io_placement.png
(8 px per um) Pins as bars across the die edge, other pins in gray.
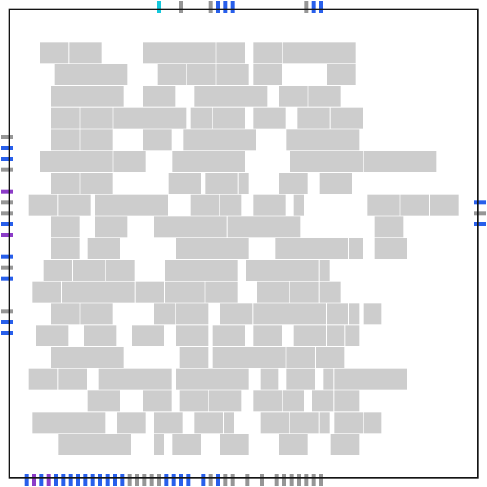
wires.png
(8 px per um) Two of the layers only.
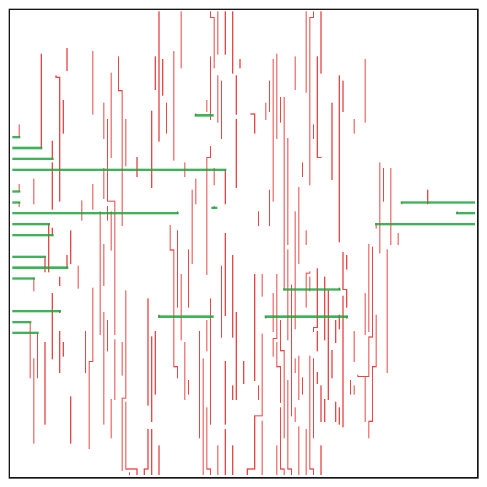
sizes.png
(8 px per um)
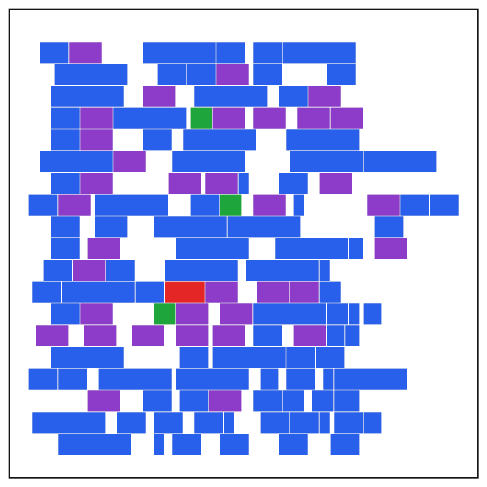
placement.png
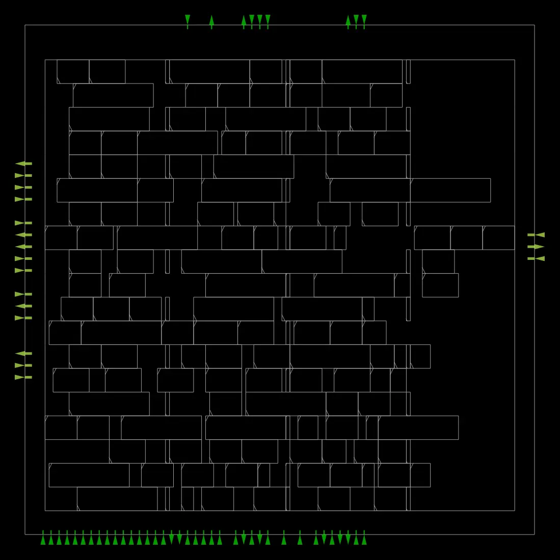
$ cat src/rtl/axi4_stream_downsizer_if.sv
// AXI4-Stream bundle shared by the wide (input) and narrow (output) sides of the downsizer.
// The master drives everything except tready; the slave drives tready only.
interface axi4_stream_if #(
  parameter int DATA_WIDTH = 64,
  parameter int USER_WIDTH = 1,
  parameter int DEST_WIDTH = 1,
  parameter int ID_WIDTH   = 1
) ();
  logic                    tvalid;
  logic                    tready;
  logic [DATA_WIDTH-1:0]   tdata;
  logic [DATA_WIDTH/8-1:0] tkeep;
  logic [DATA_WIDTH/8-1:0] tstrb;
  logic                    tlast;
  logic [USER_WIDTH-1:0]   tuser;
  logic [DEST_WIDTH-1:0]   tdest;
  logic [ID_WIDTH-1:0]     tid;

  modport master (
    output tvalid, tdata, tkeep, tstrb, tlast, tuser, tdest, tid,
    input  tready
  );

  modport slave (
    input  tvalid, tdata, tkeep, tstrb, tlast, tuser, tdest, tid,
    output tready
  );
endinterface

$ cat src/rtl/axi4_stream_downsizer.sv
// Splits each wide AXI4-Stream word into narrow slices, skipping slices with no kept bytes.
// One word is buffered; the next word loads in the same cycle its predecessor's last slice leaves.
module axi4_stream_downsizer #(
  parameter int IN_WIDTH   = 64,
  parameter int OUT_WIDTH  = 16,
  parameter int USER_WIDTH = 1,
  parameter int DEST_WIDTH = 1,
  parameter int ID_WIDTH   = 1
) (
  input  logic          clk_i,
  input  logic          rst_i,
  axi4_stream_if.slave  pkt_i,
  axi4_stream_if.master pkt_o
);
  localparam int RATIO    = IN_WIDTH / OUT_WIDTH;
  localparam int IN_KEEP  = IN_WIDTH / 8;
  localparam int OUT_KEEP = OUT_WIDTH / 8;
  localparam int IDX_W    = (RATIO > 1) ? $clog2(RATIO) : 1;

  logic                  holdValid_q, holdValid_d;
  logic                  rdyEn_q, rdyEn_d;
  logic [IDX_W-1:0]      idx_q, idx_d;
  logic [IN_WIDTH-1:0]   data_q, data_d;
  logic [IN_KEEP-1:0]    keep_q, keep_d;
  logic [IN_KEEP-1:0]    strb_q, strb_d;
  logic                  last_q, last_d;
  logic [USER_WIDTH-1:0] user_q, user_d;
  logic [DEST_WIDTH-1:0] dest_q, dest_d;
  logic [ID_WIDTH-1:0]   id_q, id_d;

  logic [RATIO-1:0]      heldLive, inLive;
  logic                  lastSlice;
  logic [IDX_W-1:0]      nextIdx, firstIdx;
  logic [OUT_WIDTH-1:0]  sliceData;
  logic [OUT_KEEP-1:0]   sliceKeep, sliceStrb;
  logic                  inReady, inAccept, outAccept;

  always_comb begin
    heldLive = '0;
    inLive   = '0;
    for (int s = 0; s < RATIO; s++) begin
      heldLive[s] = |keep_q[s*OUT_KEEP +: OUT_KEEP];
      inLive[s]   = |pkt_i.tkeep[s*OUT_KEEP +: OUT_KEEP];
    end
  end

  // A held word with no live slices at all is a tlast-only marker; idx stays 0 and it counts as last.
  always_comb begin
    lastSlice = 1'b1;
    nextIdx   = idx_q;
    for (int s = RATIO - 1; s >= 0; s--) begin
      if (IDX_W'(s) > idx_q && heldLive[s]) begin
        lastSlice = 1'b0;
        nextIdx   = IDX_W'(s);
      end
    end
  end

  always_comb begin
    firstIdx = '0;
    for (int s = RATIO - 1; s >= 0; s--) begin
      if (inLive[s]) firstIdx = IDX_W'(s);
    end
  end

  always_comb begin
    sliceData = '0;
    sliceKeep = '0;
    sliceStrb = '0;
    for (int s = 0; s < RATIO; s++) begin
      if (IDX_W'(s) == idx_q) begin
        sliceData = data_q[s*OUT_WIDTH +: OUT_WIDTH];
        sliceKeep = keep_q[s*OUT_KEEP +: OUT_KEEP];
        sliceStrb = strb_q[s*OUT_KEEP +: OUT_KEEP];
      end
    end
  end

  assign pkt_o.tvalid = holdValid_q;
  assign pkt_o.tdata  = sliceData;
  assign pkt_o.tkeep  = sliceKeep;
  assign pkt_o.tstrb  = sliceStrb;
  assign pkt_o.tlast  = last_q && lastSlice;
  assign pkt_o.tuser  = user_q;
  assign pkt_o.tdest  = dest_q;
  assign pkt_o.tid    = id_q;

  assign inReady       = rdyEn_q && (!holdValid_q || (pkt_o.tready && lastSlice));
  assign pkt_i.tready  = inReady;
  assign inAccept      = pkt_i.tvalid && inReady;
  assign outAccept     = holdValid_q && pkt_o.tready;

  // A zero-keep word without tlast carries nothing, so it is swallowed without occupying the buffer.
  always_comb begin
    holdValid_d = holdValid_q;
    rdyEn_d     = 1'b1;
    idx_d       = idx_q;
    data_d      = data_q;
    keep_d      = keep_q;
    strb_d      = strb_q;
    last_d      = last_q;
    user_d      = user_q;
    dest_d      = dest_q;
    id_d        = id_q;
    if (inAccept) begin
      holdValid_d = (|pkt_i.tkeep) || pkt_i.tlast;
      idx_d       = firstIdx;
      data_d      = pkt_i.tdata;
      keep_d      = pkt_i.tkeep;
      strb_d      = pkt_i.tstrb;
      last_d      = pkt_i.tlast;
      user_d      = pkt_i.tuser;
      dest_d      = pkt_i.tdest;
      id_d        = pkt_i.tid;
    end else if (outAccept) begin
      if (lastSlice) holdValid_d = 1'b0;
      else           idx_d       = nextIdx;
    end
  end

  always_ff @(posedge clk_i or negedge rst_i) begin
    if (!rst_i) begin
      holdValid_q <= 1'b0;
      rdyEn_q     <= 1'b0;
      idx_q       <= '0;
      data_q      <= '0;
      keep_q      <= '0;
      strb_q      <= '0;
      last_q      <= 1'b0;
      user_q      <= '0;
      dest_q      <= '0;
      id_q        <= '0;
    end else begin
      holdValid_q <= holdValid_d;
      rdyEn_q     <= rdyEn_d;
      idx_q       <= idx_d;
      data_q      <= data_d;
      keep_q      <= keep_d;
      strb_q      <= strb_d;
      last_q      <= last_d;
      user_q      <= user_d;
      dest_q      <= dest_d;
      id_q        <= id_d;
    end
  end
endmodule

$ cat src/flat_wrapper.sv
// flat-port wrapper written by rule: the top's interface ports become plain ports
module axi4_stream_downsizer_flat 
#(
  parameter int IN_WIDTH   = 64,
  parameter int OUT_WIDTH  = 16,
  parameter int USER_WIDTH = 1,
  parameter int DEST_WIDTH = 1,
  parameter int ID_WIDTH   = 1
)
  (clk_i, rst_i, pkt_i_tvalid, pkt_i_tdata, pkt_i_tkeep, pkt_i_tstrb, pkt_i_tlast, pkt_i_tuser, pkt_i_tdest, pkt_i_tid, pkt_i_tready, pkt_o_tvalid, pkt_o_tdata, pkt_o_tkeep, pkt_o_tstrb, pkt_o_tlast, pkt_o_tuser, pkt_o_tdest, pkt_o_tid, pkt_o_tready);
  axi4_stream_if #(.DATA_WIDTH((32)), .USER_WIDTH(USER_WIDTH), .DEST_WIDTH(DEST_WIDTH), .ID_WIDTH(ID_WIDTH)) pkt_i_i ();
  axi4_stream_if #(.DATA_WIDTH((8)), .USER_WIDTH(USER_WIDTH), .DEST_WIDTH(DEST_WIDTH), .ID_WIDTH(ID_WIDTH)) pkt_o_i ();
  input  logic clk_i;
  input  logic rst_i;
  input wire logic [$bits(pkt_i_i.tvalid)-1:0] pkt_i_tvalid;
  input wire logic [$bits(pkt_i_i.tdata)-1:0] pkt_i_tdata;
  input wire logic [$bits(pkt_i_i.tkeep)-1:0] pkt_i_tkeep;
  input wire logic [$bits(pkt_i_i.tstrb)-1:0] pkt_i_tstrb;
  input wire logic [$bits(pkt_i_i.tlast)-1:0] pkt_i_tlast;
  input wire logic [$bits(pkt_i_i.tuser)-1:0] pkt_i_tuser;
  input wire logic [$bits(pkt_i_i.tdest)-1:0] pkt_i_tdest;
  input wire logic [$bits(pkt_i_i.tid)-1:0] pkt_i_tid;
  output wire logic [$bits(pkt_i_i.tready)-1:0] pkt_i_tready;
  output wire logic [$bits(pkt_o_i.tvalid)-1:0] pkt_o_tvalid;
  output wire logic [$bits(pkt_o_i.tdata)-1:0] pkt_o_tdata;
  output wire logic [$bits(pkt_o_i.tkeep)-1:0] pkt_o_tkeep;
  output wire logic [$bits(pkt_o_i.tstrb)-1:0] pkt_o_tstrb;
  output wire logic [$bits(pkt_o_i.tlast)-1:0] pkt_o_tlast;
  output wire logic [$bits(pkt_o_i.tuser)-1:0] pkt_o_tuser;
  output wire logic [$bits(pkt_o_i.tdest)-1:0] pkt_o_tdest;
  output wire logic [$bits(pkt_o_i.tid)-1:0] pkt_o_tid;
  input wire logic [$bits(pkt_o_i.tready)-1:0] pkt_o_tready;
  assign pkt_i_i.tvalid = pkt_i_tvalid;
  assign pkt_i_i.tdata = pkt_i_tdata;
  assign pkt_i_i.tkeep = pkt_i_tkeep;
  assign pkt_i_i.tstrb = pkt_i_tstrb;
  assign pkt_i_i.tlast = pkt_i_tlast;
  assign pkt_i_i.tuser = pkt_i_tuser;
  assign pkt_i_i.tdest = pkt_i_tdest;
  assign pkt_i_i.tid = pkt_i_tid;
  assign pkt_i_tready = pkt_i_i.tready;
  assign pkt_o_tvalid = pkt_o_i.tvalid;
  assign pkt_o_tdata = pkt_o_i.tdata;
  assign pkt_o_tkeep = pkt_o_i.tkeep;
  assign pkt_o_tstrb = pkt_o_i.tstrb;
  assign pkt_o_tlast = pkt_o_i.tlast;
  assign pkt_o_tuser = pkt_o_i.tuser;
  assign pkt_o_tdest = pkt_o_i.tdest;
  assign pkt_o_tid = pkt_o_i.tid;
  assign pkt_o_i.tready = pkt_o_tready;
  axi4_stream_downsizer #(.IN_WIDTH(IN_WIDTH), .OUT_WIDTH(OUT_WIDTH), .USER_WIDTH(USER_WIDTH), .DEST_WIDTH(DEST_WIDTH), .ID_WIDTH(ID_WIDTH)) u_core (.clk_i(clk_i), .rst_i(rst_i), .pkt_i(pkt_i_i), .pkt_o(pkt_o_i));
endmodule
$ cat config.mk
export PLATFORM = sky130hd
export DESIGN_NAME = axi4_stream_downsizer_flat
export DESIGN_NICKNAME = d
export VERILOG_FILES = /design/src/rtl/axi4_stream_downsizer_if.sv /design/src/rtl/axi4_stream_downsizer.sv /design/src/flat_wrapper.sv
export SDC_FILE = /design/constraint.sdc
export NUM_CORES = 1
export LEC_CHECK = 0
export CORE_MARGIN = 2
export CORE_UTILIZATION = 42
export DETAILED_ROUTE_END_ITERATION = 10
export GPL_ROUTABILITY_DRIVEN = 1
export GPL_TIMING_DRIVEN = 0
export PLACE_DENSITY = 0.85
export RECOVER_POWER = 100
export SLEW_MARGIN = 20
export SYNTH_ARGS = -nofsm -noshare
export SYNTH_HDL_FRONTEND = slang
export SYNTH_SLANG_ARGS = --single-unit
$ cat constraint.sdc
create_clock -name clk_i -period 4.85 [get_ports clk_i]
set_input_delay 0.7275 -clock clk_i [delete_from_list [all_inputs] [get_ports clk_i]]
set_output_delay 0.7275 -clock clk_i [all_outputs]
set_load 0.05 [all_outputs]
==> changes_impl.md <==
### Metrics

- Peak clock frequency supported by timing: 322.7 MHz
- Number of ports placed on the die boundary: 64
- Outcome: complete, no violations
- Mean instance size in the synthesized netlist: 14.97 um2
- Unrepaired setup endpoints after global routing: no
- Arrival time of the worst setup path: 2.37 ns
- Antenna Cells: 0
- Count of routing violations after the opening detailed-route iteration: 4
- Total congestion overflow: 0
- Vias in the first global route: 920
- Layout cell share with drive strength beyond 1: 29.55%
- Hold Path Depth: 1
- Crit path DRT: 4.12 ns
- Top cell type's share of synthesized area: 56.39%
- Beginning of the worst register-to-register path: u_core.keep_q[3]
- Net count after synthesis: 131
- Vias after detailed routing: 834
- Leakage power figure: 0.7015 nW
- Part of the Yosys area used for sequential elements: 56.39%
- Netlist cell types: 20
- Prevailing post-synth register cell: sky130_fd_sc_hd__dfrtp_1
- Slew margin rel.: 3.208%
- Floorplan core density: 44.67%
- Number of gates resized after CTS: 0
- Worst hold path endpoint: u_core.data_q[3]
- Post-synthesis instance area: 1242 um2
- Net switching power: 0.0005656 W
- Last weighted congestion value of the routability-driven placer: 0.6663
- Clock root buffer master: sky130_fd_sc_hd__clkbuf_4
- Maximum number of pins on one net before global-route repair: 29
- CTS HTree Levels: 1
- Count of instantiated cells in the yosys netlist: 83
- Number of buffers created by CTS: 3
- EDFF count, synth: 0
- Final sum of negative setup slack: 0 ns
- Cell accounting for the most synthesized area: sky130_fd_sc_hd__dfrtp_1
- PnR Total Power: 0.001252 W
- Total setup buffers inserted after CTS: 0
- IR Drop Worst-Case VDD: 0.4961 mV
- Clock latency on the worst-skew pair: 0.33 ns
- Sequential fraction of design power: 32.2%
- Top cells, area: sky130_fd_sc_hd__dfrtp_1 (56%), sky130_fd_sc_hd__mux2_2 (31%), sky130_fd_sc_hd__buf_6 (1.8%)
Back to the opening pictures, io_placement.png:
legend:
  blue:
    port: pkt_i_tdata
    pins: 32
    direction: input
    edge: 18 bottom, 7 left, 5 top, 2 right
  purple:
    port: pkt_i_tstrb
    pins: 4
    direction: input
    edge: 2 left, 2 bottom
  cyan:
    port: pkt_i_tdest
    pins: 1
    direction: input
    edge: top

Back to the opening pictures, wires.png:
legend:
  red:
    layer: metal 2
    wire_length: 1,300 um
  green:
    layer: metal 3
    wire_length: 140 um

Back to the opening pictures, sizes.png:
legend:
  red:
    size: _6 and larger
    cells: 1
  green:
    size: _3 and _4 cells
    cells: 3
  purple:
    size: _2 cells
    cells: 35
  blue:
    size: _0 and _1 cells
    cells: 93

Back to the opening pictures, placement.png:
fillers: 225
share of the core filled with cells in the final layout: 62.35%
Non-Filler Instances: 163
Core ar.: 2781 um2
tap cell instance count: 31

[critical path: stages]
cell and delay, ns:
sky130_fd_sc_hd__clkdlybuf4s50_1 0.51, sky130_fd_sc_hd__nand2b_1 0.08, sky130_fd_sc_hd__a21boi_0 0.16, sky130_fd_sc_hd__dlygate4sd3_1 0.89
[through the flow]
stage               worst slack, ns  cells  utilization, %  hold WS (ns)
floorplan                     2.194     83               -        0.4319
global placement              1.814    159           62.26        0.4676
detailed placement            1.806    159           62.08        0.4810
CTS                           1.787    163           63.38        0.4005
global route                  1.649    163           62.35        0.5300
finish                        1.751    163           62.35        0.5092
[power by group through the flow]
stage | clock network, W | registers, W | logic (W)
5_1_grt | 0.000128 | 0.000421 | 0.000774
3_5_place_dp | 0 | 0.000414 | 0.000786
4_1_cts | 0.000118 | 0.000407 | 0.000790
6_report | 0.000112 | 0.000403 | 0.000737
2_1_floorplan | 0 | 0.000451 | 0.000504
3_3_place_gp | 0 | 0.000404 | 0.000778
[layer usage]
metal	wire length (um)	vias to the layer above	track usage [%]
met5	0	-	0
met4	25	0	4.983
met3	139	3	3.736
met2	1300	25	28.09
met1	972	411	19.05
li1	-	395	-
[flip-flops by register name (all words and copies together), names as in the netlist]
signal               count
u_core.last_q            1
u_core.keep_q            3
u_core.strb_q            2
u_core.idx_q             1
u_core.pkt_o.tvalid      1
u_core.pkt_o.tid         1
u_core.pkt_o.tdest       1
u_core.pkt_o.tuser       1
u_core.rdyEn_q           1
u_core.data_q           16
[logic make-up (layout without fill, tap and decap cells)]
family	after synthesis	count (layout)	synth area share, %
AND/OR/NAND/NOR	8	8	4.028
flip-flops	28	28	56.39
AND-OR/OR-AND	7	7	5.136
multiplexers	35	35	31.72
buffers and inverters	4	53	2.416
other	1	1	0.3018
[placed cells by master, fill, tap and decap left out]
master,count
sky130_fd_sc_hd__nor4bb_1,1
sky130_fd_sc_hd__dlygate4sd3_1,18
sky130_fd_sc_hd__conb_1,1
sky130_fd_sc_hd__mux2_2,34
sky130_fd_sc_hd__or4_1,1
sky130_fd_sc_hd__clkbuf_1,4
sky130_fd_sc_hd__a211oi_1,1
sky130_fd_sc_hd__a21boi_0,1
sky130_fd_sc_hd__nand2b_1,2
sky130_fd_sc_hd__o21ai_0,1
sky130_fd_sc_hd__clkbuf_8,1
sky130_fd_sc_hd__inv_1,1
sky130_fd_sc_hd__mux2_1,1
sky130_fd_sc_hd__nand2_1,1
sky130_fd_sc_hd__nor2_1,1
sky130_fd_sc_hd__a21oi_1,1
sky130_fd_sc_hd__clkbuf_4,3
sky130_fd_sc_hd__clkdlybuf4s50_1,26
sky130_fd_sc_hd__o21ba_2,1
sky130_fd_sc_hd__o2bb2ai_1,1
sky130_fd_sc_hd__dfrtp_1,28
sky130_fd_sc_hd__nor2b_1,2
sky130_fd_sc_hd__o211ai_1,1
[cell type report]
cell class | instances | area share [%]
flip-flops and latches | 28 | 40.40
multi-input cells | 51 | 28.79
repair buffers | 45 | 25.61
well taps | 31 | 2.237
clock buffers | 4 | 2.092
plain buffers | 3 | 0.6494
inverters | 1 | 0.2165
Power figures rest on the tool's default switching activity, not on a simulated workload.
